[src/rtl/nn_accel_pkg.sv]
// Shared types and helpers for the neural-network layer stages.
// Provides the layer FSM state enum, accumulator sizing and leaky ReLU.
package nn_accel_pkg;

  typedef enum logic [1:0] {
    IDLE,
    RUN,
    ACT,
    DONE
  } state_t;

  // Widest accumulator the activation helper handles.
  localparam int ACT_MAX_W = 128;

  function automatic int acc_width(
    input int dw,
    input int ww,
    input int n
  );
    return dw + ww + $clog2(n);
  endfunction

  function automatic logic signed [ACT_MAX_W-1:0] leaky_relu(
    input logic signed [ACT_MAX_W-1:0] v,
    input bit                          en,
    input int                          sh
  );
    if (en && v < 0) return v >>> sh;
    return v;
  endfunction

endpackage

[src/rtl/dense_layer_mac_engine_mac_lane.sv]
// mac_lane: signed multiply-accumulate lane with clear, enable and mask.
// Ports: clk, reset, i_clr, i_en, i_mask, i_x, i_w in; o_sum (acc + x*w) out.
module mac_lane
  import nn_accel_pkg::*;
#(
  parameter int DATA_W   = 32,
  parameter int WEIGHT_W = 8,
  parameter int ACC_W    = 45
) (
  input  logic                       clk,
  input  logic                       reset,
  input  logic                       i_clr,
  input  logic                       i_en,
  input  logic                       i_mask,
  input  logic signed [DATA_W-1:0]   i_x,
  input  logic signed [WEIGHT_W-1:0] i_w,
  output logic signed [ACC_W-1:0]    o_sum
);

  localparam int PW = DATA_W + WEIGHT_W;

  logic signed [ACC_W-1:0] r_acc;
  logic signed [PW-1:0]    w_prod;
  logic signed [ACC_W-1:0] w_sum;

  // Both operands widened first so the product is exact.
  assign w_prod = PW'(i_x) * PW'(i_w);
  assign w_sum  = r_acc + ACC_W'(w_prod);
  assign o_sum  = w_sum;

  // Clear wins: on a row's last element the sum leaves via o_sum.
  always_ff @(posedge clk) begin
    if (reset) begin
      r_acc <= '0;
    end else if (i_clr) begin
      r_acc <= '0;
    end else if (i_en && !i_mask) begin
      r_acc <= w_sum;
    end
  end

endmodule

[src/rtl/dense_layer_mac_engine.sv]
// Fully-connected layer: out = W*x with LANES time-shared MAC lanes,
// optional leaky ReLU, ready/valid on input and output.
// Ports: clk, reset (sync, high); in_valid/in_ready/in_data;
// out_valid/out_ready/out_data (row r at [r*ACC_W +: ACC_W]); busy.
// WEIGHT_INIT holds the weight image, W[r][c] at element r*IN_SIZE+c.
module dense_layer_mac_engine
  import nn_accel_pkg::*;
#(
  parameter int IN_SIZE     = 20,
  parameter int OUT_SIZE    = 10,
  parameter int LANES       = 5,
  parameter int DATA_W      = 32,
  parameter int WEIGHT_W    = 8,
  parameter int ACC_W       = acc_width(DATA_W, WEIGHT_W, IN_SIZE),
  parameter bit ACT_EN      = 1'b0,
  parameter int LEAKY_SHIFT = 3,
  parameter logic [OUT_SIZE*IN_SIZE*WEIGHT_W-1:0] WEIGHT_INIT = '0
) (
  input  logic                        clk,
  input  logic                        reset,
  input  logic                        in_valid,
  output logic                        in_ready,
  input  logic [IN_SIZE*DATA_W-1:0]   in_data,
  output logic                        out_valid,
  input  logic                        out_ready,
  output logic [OUT_SIZE*ACC_W-1:0]   out_data,
  output logic                        busy
);

  localparam int PASSES = (OUT_SIZE + LANES - 1) / LANES;
  localparam int AW     = (IN_SIZE > 1) ? $clog2(IN_SIZE) : 1;
  localparam int PW     = (PASSES > 1) ? $clog2(PASSES) : 1;
  localparam int NW     = OUT_SIZE * IN_SIZE;
  localparam int RW     = (NW > 1) ? $clog2(NW) : 1;

  state_t r_state;
  state_t w_next;

  logic [AW-1:0] r_addr;
  logic [PW-1:0] r_pass;

  logic signed [DATA_W-1:0]   r_x [IN_SIZE];
  logic signed [WEIGHT_W-1:0] w_rom [NW];
  logic signed [ACC_W-1:0]    w_sum [LANES];

  logic w_accept;
  logic w_run;
  logic w_last;
  logic w_final;
  logic w_clr;

  assign in_ready  = (r_state == IDLE) && !reset;
  assign out_valid = (r_state == DONE);
  assign busy      = (r_state != IDLE);

  assign w_accept = in_valid && in_ready;
  assign w_run    = (r_state == RUN);
  assign w_last   = (r_addr == AW'(IN_SIZE - 1));
  assign w_final  = w_last && (r_pass == PW'(PASSES - 1));
  assign w_clr    = w_accept || (w_run && w_last);

  always_ff @(posedge clk) begin
    if (reset) begin
      r_state <= IDLE;
    end else begin
      r_state <= w_next;
    end
  end

  always_comb begin
    w_next = r_state;
    unique case (r_state)
      IDLE:    if (w_accept) w_next = RUN;
      RUN:     if (w_final) w_next = ACT;
      ACT:     w_next = DONE;
      DONE:    if (out_ready) w_next = IDLE;
      default: w_next = IDLE;
    endcase
  end

  always_ff @(posedge clk) begin
    if (reset) begin
      r_addr <= '0;
      r_pass <= '0;
    end else if (w_accept) begin
      r_addr <= '0;
      r_pass <= '0;
    end else if (w_run) begin
      if (w_last) begin
        r_addr <= '0;
        r_pass <= w_final ? '0 : r_pass + PW'(1);
      end else begin
        r_addr <= r_addr + AW'(1);
      end
    end
  end

  always_ff @(posedge clk) begin
    if (reset) begin
      for (int c = 0; c < IN_SIZE; c++) r_x[c] <= '0;
    end else if (w_accept) begin
      for (int c = 0; c < IN_SIZE; c++)
        r_x[c] <= in_data[c*DATA_W +: DATA_W];
    end
  end

  for (genvar i = 0; i < NW; i++) begin : g_rom
    assign w_rom[i] = WEIGHT_INIT[i*WEIGHT_W +: WEIGHT_W];
  end

  for (genvar l = 0; l < LANES; l++) begin : g_lane
    logic [31:0]                w_row;
    logic                       w_mask;
    logic [RW-1:0]              w_idx;
    logic signed [WEIGHT_W-1:0] w_w;

    assign w_row  = 32'(r_pass) * 32'(LANES) + 32'(l);
    // Lanes past the last row only occur in the final pass.
    assign w_mask = (w_row >= 32'(OUT_SIZE));
    assign w_idx  = w_mask ? '0
                  : RW'(w_row * 32'(IN_SIZE) + 32'(r_addr));
    assign w_w    = w_rom[w_idx];

    mac_lane #(
      .DATA_W  (DATA_W),
      .WEIGHT_W(WEIGHT_W),
      .ACC_W   (ACC_W)
    ) u_lane (
      .clk   (clk),
      .reset (reset),
      .i_clr (w_clr),
      .i_en  (w_run),
      .i_mask(w_mask),
      .i_x   (r_x[r_addr]),
      .i_w   (w_w),
      .o_sum (w_sum[l])
    );
  end

  // Each row owns its result slot and output register, so the
  // buffer write is a fixed lane-to-row mux per pass.
  for (genvar r = 0; r < OUT_SIZE; r++) begin : g_row
    localparam int P = r / LANES;
    localparam int L = r % LANES;

    logic signed [ACC_W-1:0] r_res;
    logic signed [ACC_W-1:0] r_out;

    always_ff @(posedge clk) begin
      if (reset) begin
        r_res <= '0;
      end else if (w_run && w_last && r_pass == PW'(P)) begin
        r_res <= w_sum[L];
      end
    end

    always_ff @(posedge clk) begin
      if (reset) begin
        r_out <= '0;
      end else if (r_state == ACT) begin
        r_out <= ACC_W'(leaky_relu(ACT_MAX_W'(r_res),
                                   ACT_EN, LEAKY_SHIFT));
      end
    end

    assign out_data[r*ACC_W +: ACC_W] = r_out;
  end

endmodule
[config.mk]
export PLATFORM = sky130hd
export DESIGN_NAME = dense_layer_mac_engine
export DESIGN_NICKNAME = d
export VERILOG_FILES = /design/src/rtl/nn_accel_pkg.sv /design/src/rtl/dense_layer_mac_engine_mac_lane.sv /design/src/rtl/dense_layer_mac_engine.sv
export SDC_FILE = /design/constraint.sdc
export NUM_CORES = 1
export LEC_CHECK = 0
export CAP_MARGIN = 20
export CORE_AREA = 2 2 428 430
export DETAILED_ROUTE_END_ITERATION = 10
export DIE_AREA = 0 0 430 432
export GPL_TIMING_DRIVEN = 0
export PLACE_DENSITY = 0.3
export SLEW_MARGIN = 20
export SYNTH_ARGS = -nofsm -noshare
export SYNTH_HDL_FRONTEND = slang
export SYNTH_SLANG_ARGS = --single-unit
[constraint.sdc]
create_clock -name clk -period 1.5 [get_ports clk]
set_input_delay 0.225 -clock clk [delete_from_list [all_inputs] [get_ports clk]]
set_output_delay 0.225 -clock clk [all_outputs]
set_load 0.01 [all_outputs]
run_1/congestion.png
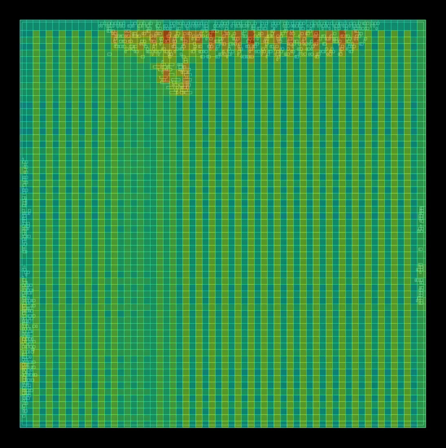
Routed WL per cell: 2.624 um
grt met3 use: 0.1589%
grt met1 use: 0.4272%

run_1/flops_by_reg.png
Scale: 1 px per um. Other sequential cells in the stronger grey, the rest of the logic in the fainter grey.
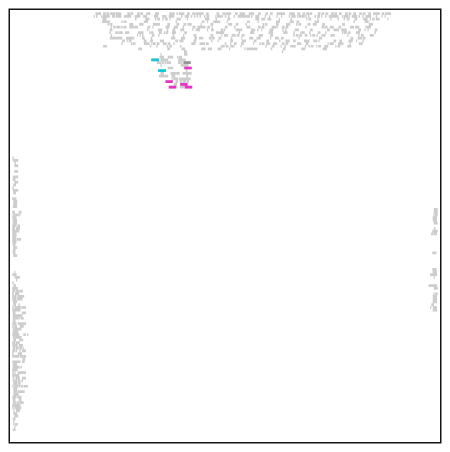
legend:
  `r_state`:
    colour: cyan
    flops: 2
  `r_addr`:
    colour: magenta
    flops: 5
    where: north

run_1/clk_routes.png
Scale: 1 px per um.
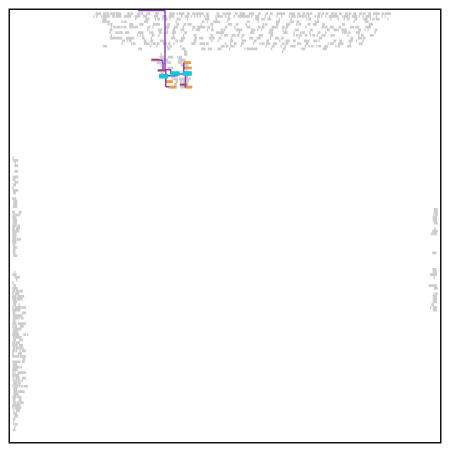
legend:
  clock wires:
    colour: purple
    length: 205 um
  clock drivers:
    colour: cyan
    count: 3
  flip-flops:
    colour: orange
    count: 8
routed clock nets: 4

run 1: critical path, cell delays in order, from the launching register on:
cell	delay [ns]
dfxtp_1	0.35
ha_1	0.17
and4bb_1	0.23
nor2_1	0.06
nor3_2	0.28
mux2i_1	0.23
run 1: sequential cells by signal, indices dropped and copies added (netlist names):
| name | count |
|---|---|
| r_pass | 1 |
| r_state | 2 |
| r_addr | 5 |
run 1: cell families (layout without fill, tap and decap cells):
family | Yosys count | after routing
fa+ha+maj | 6 | 6
mux | 3 | 3
other cells | 1 | 450
flops | 8 | 8
simple gates | 21 | 21
xor+xnor | 4 | 4
buf+inv | 457 | 465
compound gates | 6 | 6
run 1: power by group:
group,internal [mW],switching [mW]
Clock,0.343,0.0980
Combinational,0.910,0.906
Sequential,0.244,0.0283
Total,1.50,1.03
run 1: per-stage QoR:
stage | setup TNS, ns | cells | instance area [um^2]
2_1_floorplan | 0 | 955 | 5534
3_3_place_gp | -0.4288 | 3346 | 8578
3_5_place_dp | -0.4597 | 3346 | 8578
4_1_cts | 0 | 3348 | 8648
5_1_grt | 0 | 3348 | 8651
6_report | 0 | 3348 | 8651
run 1: cell usage in the layout, fill, tap and decap left out:
cell type	instances
o21ai_0	3
conb_1	450
a21oi_1	2
xnor2_1	1
nor2_1	7
and4bb_1	1
clkdlybuf4s15_2	1
mux2i_1	3
nand3_1	1
buf_2	1
ha_2	2
inv_2	3
nand4_1	1
nor3_2	1
dlygate4sd2_1	1
nand2_1	7
dfxtp_1	6
clkbuf_16	3
o22ai_1	1
buf_4	450
nor2b_1	1
ha_1	4
xor2_1	3
dfxtp_2	2
nor3b_1	1
and2b_1	1
inv_1	3
clkdlybuf4s50_1	3
run 1: layout make-up:
class,count,area [um^2]
Buffer,450,3378
Clock buffer,3,75.07
Fill cell,21580,173100
Inverter,6,22.52
Multi-Input combinational cell,490,1973
Sequential cell,8,162.7
Tap cell,2385,2984
Timing Repair Buffer,6,55.05
run 1: routing by layer:
layer / vias up / track usage (%) / wire length [um]
li1: 1546 / - / -
met3: 2 / 0.1589 / 699
met5: - / 0 / 0
met1: 1015 / 0.4272 / 1618
met2: 160 / 1.801 / 6410
met4: 0 / 0.1385 / 59
run 1: final timing paths:
kind,from,to,slack [ns],cells past startpoint
worst max-delay path,r_addr[0],r_state[1],0.1,5
worst min-delay path,r_state[0],r_state[0],0.49,2
worst max register to register,r_addr[0],r_state[1],0.1,5
worst min register to register,r_state[0],r_state[0],0.49,2
run 1: repair_timing:
action                     in CTS  in global routing
cloned                          0                  0
resized                        12                  3
pin swaps                       1                  1
setup endpoints to repair       5                  3
==> flow_summary.yaml, run 1 <==
# generated from flow reports
outcome:
  outcome: "completed"
setup_path:
  worst_ep_arrival_time_ns: 1.55
  worst-setup-path-type: "flop to flop"
  path_max_fanout: 3
  required_ns: 1.65
  critPathCaptureType: "flop"
floorplanning:
  ios: 1097
  die_h_um: 432
  chip_area_mm2: 0.1858
  rows: 157
  core_mm2: 0.1817
placement:
  dp_hpwl_um: 8774
  port_buffers: 6
  routabilityCongestion: 0.6002
final_timing:
  final_max_slew_viol_count: 0
  fin_skew_ns: 0.002015
  rsz0062_at_grt: "no"
  setup_viol: 0
  setup_ws_ns: 0.09504
  hold_viol_final: 0
  max_freq_ghz: 0.7118
  finalCritPeriodShare_pct: 93.66
pwr:
  total_power_mw: 2.530
  p_leak_nw: 4.179
  powerDensity_mw_per_mm2: 292.4
routing:
  via_per_inst: 0.8133
  dr.first_iter.drc_count: 13
  totalWireLength_um: 8786
  drcViolationCount: 0
  firstDrtPassIters: 4
  route.vias.total: 2723
synth:
  ys_types: 21
  synthArstFlopShare_pct: 0
  adder_share_pct: 1.951
  ys_sh_aoi_pct: 0.8127
  top_logic_kind: "buffers and inverters"
  xor_area_share_pct: 0.9103
  synth_stat.cells: 506
  simple_gate_share_pct: 2.796
  largest_area_cell: "buf_4"
  synth_top_cell_by_count: "buf_4"
  synthTopCellsByArea: "buf_4, dfxtp_1, ha_1, mux2i_1, nand2_1"
  synth_cells: 506
  yosysChipArea_mm2: 0.003849
  top_cell_area_share_pct: 87.78
  netlist_area_mm2: 0.003849
  top_cells_by_count: "buf_4, dfxtp_1, nand2_1, nor2_1"
layout:
  synthToLayoutAreaGrowth_pct: 124.8
  finalCoreUtilization_pct: 4.761
  diodes: 0
  layout-drive-gt1-share_pct: 48.08
cts:
  cts_root_buf: "clkbuf_16"
  cts_max_path_buffers: 2
  clock-sinks: 8
  post_cts.repair.setup_buffers: 0
  clk_latency_ns: 0.23
  cts_hold_buf: 0
global_route:
  antenna_found_initial: 0
  grt_pass1_wl_um: 10290
  first_global_vias: 1846
flow_run:
  warning_count: 670
  cap_violations: 0
hold_path:
  hold_path.class: "flop to flop"
==> run 2: changes to the inputs <==
- SLEW_MARGIN: 20 -> 40
run_2/congestion.png
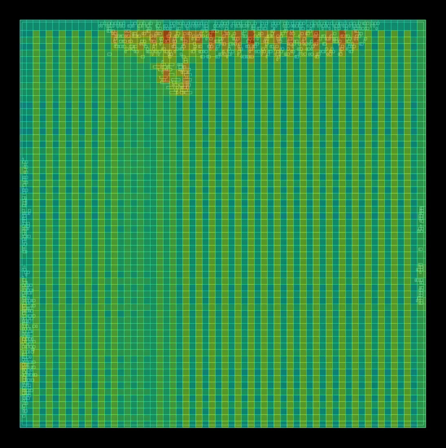
GR Util All Layers: 0.7038%
GRT busiest layer: met2
Final Core Density: 4.761%
grt met2 use: 1.801%

==> run 2 against run 1 <==
Sequential power about the same. Area after synthesis unchanged. Critical endpoint unchanged. Largest power group unchanged. Highest routed layer unchanged. Total power unchanged. Critical path type unchanged.
==> flow_summary.yaml, run 2 <==
# generated from flow reports
flow_run:
  warning_count: 670
  cap_violations: 0
layout:
  layout-drive-gt1-share_pct: 48.08
  diodes: 0
  top_register: "r_addr"
  num-fill-cells: 21580
  synthToLayoutAreaGrowth_pct: 124.8
  logic_area_mm2: 0.001973
  mostFrequentLayoutCells: "buf_4, conb_1, nand2_1, nor2_1, dfxtp_1"
  largest_register_ffs: 5
  regArea_um2: 162.7
  top_regs: "r_addr (5), r_state (2), r_pass (1)"
synth:
  simple_gate_share_pct: 2.796
  ys_sh_aoi_pct: 0.8127
  synthArstFlopShare_pct: 0
  ys_types: 21
  top_cell_area_share_pct: 87.78
  synth_cells: 506
  synth-main-ff-cell: "dfxtp_1"
  synth_top_cell_by_count: "buf_4"
  xor_area_share_pct: 0.9103
  netlist_area_mm2: 0.003849
  top_cells_by_count: "buf_4, dfxtp_1, nand2_1, nor2_1"
  muxShareOfSynthArea_pct: 0.7802
  yosysChipArea_mm2: 0.003849
  top_logic_kind: "buffers and inverters"
  adder_share_pct: 1.951
  largest_area_cell: "buf_4"
  synth_stat.cells: 506
  synthTopCellsByArea: "buf_4, dfxtp_1, ha_1, mux2i_1, nand2_1"
cts:
  cts_root_buf: "clkbuf_16"
  clk_latency_ns: 0.23
  cts_hold_buf: 0
  post_cts.repair.setup_buffers: 0
  clock-sinks: 8
  cts_max_path_buffers: 2
outcome:
  outcome: "completed"
global_route:
  antenna_found_initial: 0
  grt_pass1_wl_um: 10290
  first_global_vias: 1846
final_timing:
  final_max_slew_viol_count: 0
  setup_ws_ns: 0.09504
  max_freq_ghz: 0.7118
  fin_skew_ns: 0.002015
  hold_viol_final: 0
  finalCritPeriodShare_pct: 93.66
  setup_viol: 0
  rsz0062_at_grt: "no"
routing:
  route.vias.total: 2723
  via_per_inst: 0.8133
  totalWireLength_um: 8786
  firstDrtPassIters: 4
  route.detailed.wl_per_inst_um: 2.624
  dr.first_iter.drc_count: 13
  drcViolationCount: 0
floorplanning:
  core_mm2: 0.1817
  die_h_um: 432
  chip_area_mm2: 0.1858
  rows: 157
  ios: 1097
  fp.dieW_um: 430
setup_path:
  worstPathCellList: "ha_1, and4bb_1, nor2_1, nor3_2, mux2i_1"
  worst_ep_arrival_time_ns: 1.55
  crit_start: "r_addr[0]"
  worstReg2RegStart: "r_addr[0]"
  slowest_stage: "dfxtp_1"
  critPathMaxStageDelay_ns: 0.35
  required_ns: 1.65
  path_max_fanout: 3
  critPathCaptureType: "flop"
  worst-setup-path-type: "flop to flop"
  worstSetupStartpointType: "flop"
  reg2reg_slack_ns: 0.1
placement:
  port_buffers: 6
  dp_hpwl_um: 8774
  routabilityCongestion: 0.6002
pwr:
  p_leak_nw: 4.179
  powerDensity_mw_per_mm2: 292.4
hold_path:
  min_from: "r_state[0]"
  hold_path.class: "flop to flop"
run_2/layer_met3.png
Scale: 1 px per um.
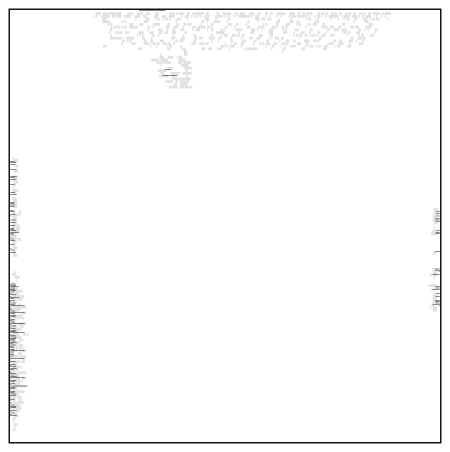
share of all routed wire: 8.0%
longest straight run: 26.0 um
wire length on this layer: 699 um
nets with wire on the layer: 158
main direction: horizontal

[run 2: power breakdown]
| group | total (mW) | internal [mW] | switching [mW] | leakage (nW) |
|---|---|---|---|---|
| Clock | 0.441 | 0.343 | 0.0980 | 0.0370 |
| Sequential | 0.273 | 0.244 | 0.0283 | 0.0656 |
| Combinational | 1.82 | 0.910 | 0.906 | 4.08 |
| Total | 2.53 | 1.50 | 1.03 | 4.18 |
[run 2: through the flow]
stage                     hold WS [ns]  instances  TNS, ns  cell area [um^2]  power, mW
final                           0.4900       3348        0              8651      2.530
after global placement          0.4906       3346  -0.4288              8578      1.993
after floorplan                 0.4319        955        0              5534      1.853
after CTS                       0.4830       3348        0              8648      2.438
after global routing            0.5130       3348        0              8651      2.745
after detailed placement        0.4977       3346  -0.4597              8578      1.991
[run 2: critical path, delay by kind of cell, from the launching register on]
kind          cells  cell delay [ns]
fa+ha+maj         1             0.17
mux               1             0.23
flops             1             0.35
simple gates      3             0.57
[run 2: worst paths after layout]
| path | depth (start not counted) | to |
|---|---|---|
| max | 5 | r_state[1] |
| max reg2reg | 5 | r_state[1] |
| min reg2reg | 2 | r_state[0] |
| min | 2 | r_state[0] |
[run 2: repair_timing]
action / in CTS / in global routing
endpoints found under the setup margin: 5 / 3
resized: 12 / 3
pin swaps: 1 / 1
[run 2: final cells by class]
type / count / share of cell area, %
repair buffers: 6 / 0.6364
flip-flops and latches: 8 / 1.880
inverters: 6 / 0.2603
multi-input cells: 490 / 22.81
clock buffers: 3 / 0.8678
plain buffers: 450 / 39.05
well taps: 2385 / 34.50
[run 2: kinds of logic after synthesis]
logic type                 count (synthesis)
buffers and inverters                    457
and+or+nand+nor                           21
DFF                                        8
adders and majority gates                  6
AOI/OAI and AO/OA                          6
xor gates and xnor gates                   4
muxes                                      3
other                                      1
[run 2: per-layer routing]
| metal | share of wire (%) | up-vias | routed length (um) | GRT usage [%] |
|---|---|---|---|---|
| met4 | 0.67 | 0 | 59 | 0.1385 |
| met1 | 18 | 1015 | 1618 | 0.4272 |
| met2 | 73 | 160 | 6410 | 1.801 |
| met5 | 0 | - | 0 | 0 |
| met3 | 8.0 | 2 | 699 | 0.1589 |
| li1 | - | 1546 | - | - |
==> run 3: changes to the inputs <==
- GPL_ROUTABILITY_DRIVEN: unset -> 0
run_3/flops_by_reg.png
Scale: 1 px per um. Other sequential cells in the stronger grey, the rest of the logic in the fainter grey.
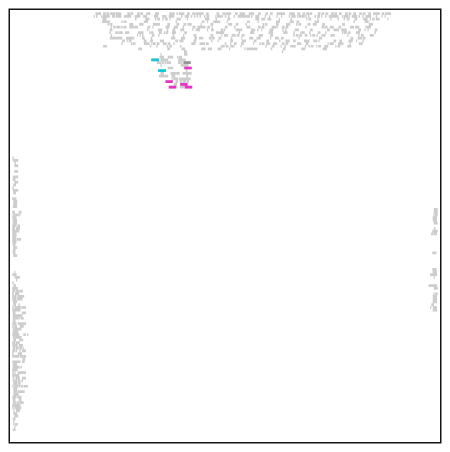
total sequential power: 0.273 mW
register area: 162.7 um^2

==> run 3 against run 2 <==
Register-to-register slack barely moved. Critical path type unchanged. Synthesized cell count did not move. Clock power barely moved. Combinational power barely moved. Clock skew did not move.
==> flow_summary.yaml, run 3 <==
# generated from flow reports
outcome:
  outcome: "completed"
final_timing:
  setup_viol: 0
  fin_setup_tns_ns: 0
  max_freq_ghz: 0.7118
  hold_viol_final: 0
  period_needed_ns: 1.405
  setup_ws_ns: 0.09504
  rsz0062_at_grt: "no"
  finalCritPeriodShare_pct: 93.66
  fin_skew_ns: 0.002015
  final_max_slew_viol_count: 0
routing:
  via_per_inst: 0.8133
  firstDrtPassIters: 4
  totalWireLength_um: 8786
  drcViolationCount: 0
  route.detailed.wl_per_inst_um: 2.624
  dr.first_iter.drc_count: 13
  route.vias.total: 2723
global_route:
  antenna_found_initial: 0
  grt_util_all_layers_pct: 0.7038
  grt_pass1_wl_um: 10290
  first_global_vias: 1846
layout:
  fin_area_mm2: 0.008651
  synthToLayoutAreaGrowth_pct: 124.8
  layout-drive-gt1-share_pct: 48.08
  diodes: 0
  mostFrequentLayoutCells: "buf_4, conb_1, nand2_1, nor2_1, dfxtp_1"
  top_regs: "r_addr (5), r_state (2), r_pass (1)"
  largest_register_ffs: 5
  nets: 1615
  logic_area_mm2: 0.001973
  top_register: "r_addr"
synth:
  yosysChipArea_mm2: 0.003849
  synthArstFlopShare_pct: 0
  synth_stat.cells: 506
  netlist_area_mm2: 0.003849
  largest_area_cell: "buf_4"
  synthTopCellsByArea: "buf_4, dfxtp_1, ha_1, mux2i_1, nand2_1"
  top_cells_by_count: "buf_4, dfxtp_1, nand2_1, nor2_1"
  ys_types: 21
  synth_top_cell_by_count: "buf_4"
  top_cell_area_share_pct: 87.78
  synth-main-ff-cell: "dfxtp_1"
setup_path:
  critPathCaptureType: "flop"
  required_ns: 1.65
  r2r_cells: 5
  r2r-end: "r_state[1]"
  path_max_fanout: 3
  worst-setup-path-type: "flop to flop"
  worst_ep_arrival_time_ns: 1.55
  worstSetupStartpointType: "flop"
  worstReg2RegStart: "r_addr[0]"
  reg2reg_slack_ns: 0.1
hold_path:
  hold-path-endpoint: "r_state[0]"
  min_from: "r_state[0]"
  hold_path.class: "flop to flop"
floorplanning:
  fp.dieW_um: 430
  core_mm2: 0.1817
  chip_area_mm2: 0.1858
  ios: 1097
  die_h_um: 432
cts:
  clock-sinks: 8
  cts_root_buf: "clkbuf_16"
  cts_max_path_buffers: 2
  clk_latency_ns: 0.23
  clkTransAtPathRegs_ns: 0.04
  cts_hold_buf: 0
pwr:
  switching_share_pct: 40.81
  pwr-share-clk_pct: 17.4
  powerDensity_mw_per_mm2: 292.4
  total_power_mw: 2.530
  p_int_mw: 1.497
  p_leak_nw: 4.179
  p_comb_share_pct: 71.8
  seqPwrFrac_pct: 10.8
  switchingPower_mw: 1.033
placement:
  dp_hpwl_um: 8774
  placed_area_mm2: 0.008578
  port_buffers: 6
flow_run:
  cap_violations: 0
  warning_count: 670
run_3/wires.png
Scale: 1 px per um.
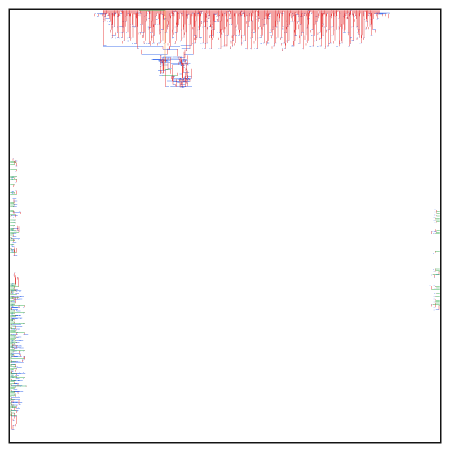
legend:
  metal 1:
    colour: blue
    wire_length: 1,620 um
  metal 4:
    colour: orange
    wire_length: 59.2 um
  metal 3:
    colour: green
    wire_length: 699 um
  metal 2:
    colour: red
    wire_length: 6,410 um

run 3: cell counts in the layout (fill, tap and decap cells not counted):
No cell type changed its count.
run 3: area by class of cell:
class | count | area share (%)
buffer | 450 | 39.05
tap | 2385 | 34.50
multi-input combinational | 490 | 22.81
sequential | 8 | 1.880
clock buffer | 3 | 0.8678
timing repair buffer | 6 | 0.6364
inverter | 6 | 0.2603
run 3: worst max path at each step:
stage	from	slack (ns)	endpoint	cells past startpoint
floorplan	r_state[1]	0.13	r_state[0]	7
global placement	r_state[0]	-0.19	busy	4
detailed placement	r_state[0]	-0.18	in_ready	5
CTS	r_state[0]	0.02	busy	4
global route	r_addr[0]	0.01	r_state[1]	5
finish	r_addr[0]	0.1	r_state[1]	5
run 3: cell families after synthesis:
group	count (synthesis)	synth area share (%)
buffers and inverters	457	88.49
AND/OR/NAND/NOR	21	2.796
flip-flops	8	4.161
adder cells (fa/ha/maj)	6	1.951
AND-OR/OR-AND	6	0.8127
XOR/XNOR	4	0.9104
multiplexers	3	0.7803
other	1	0.09744
run 3: power by group through the flow:
stage,logic [mW],registers (mW),clock network [mW]
3_5_place_dp,1.72,0.269,0
3_3_place_gp,1.72,0.269,0
6_report,1.82,0.273,0.441
5_1_grt,2.00,0.277,0.468
2_1_floorplan,1.59,0.263,0
4_1_cts,1.72,0.270,0.452
run 3: per-layer routing:
metal  vias to the layer above  GRT usage, %  share of wire, %
li1                       1546             -                 -
met5                         -             0                 0
met4                         0        0.1385              0.67
met1                      1015        0.4272                18
met3                         2        0.1589               8.0
met2                       160         1.801                73
run 3: through the flow:
stage          utilization, %  cells  hold slack [ns]
3_5_place_dp            4.721   3346           0.4977
2_1_floorplan               -    955           0.4319
3_3_place_gp            4.721   3346           0.4906
6_report                4.761   3348           0.4900
5_1_grt                 4.761   3348           0.5130
4_1_cts                 4.760   3348           0.4830
run 3: repair_timing:
item | CTS | global route
setup buffers | 0 | 0
resized | 12 | 3
setup endpoints to repair | 5 | 3
gates cloned | 0 | 0
pin swaps | 1 | 1
run 3: critical path: stages (launching register included):
cell	delay [ns]
dfxtp_1	0.35
ha_1	0.17
and4bb_1	0.23
nor2_1	0.06
nor3_2	0.28
mux2i_1	0.23
Power figures rest on the tool's default switching activity, not on a simulated workload.
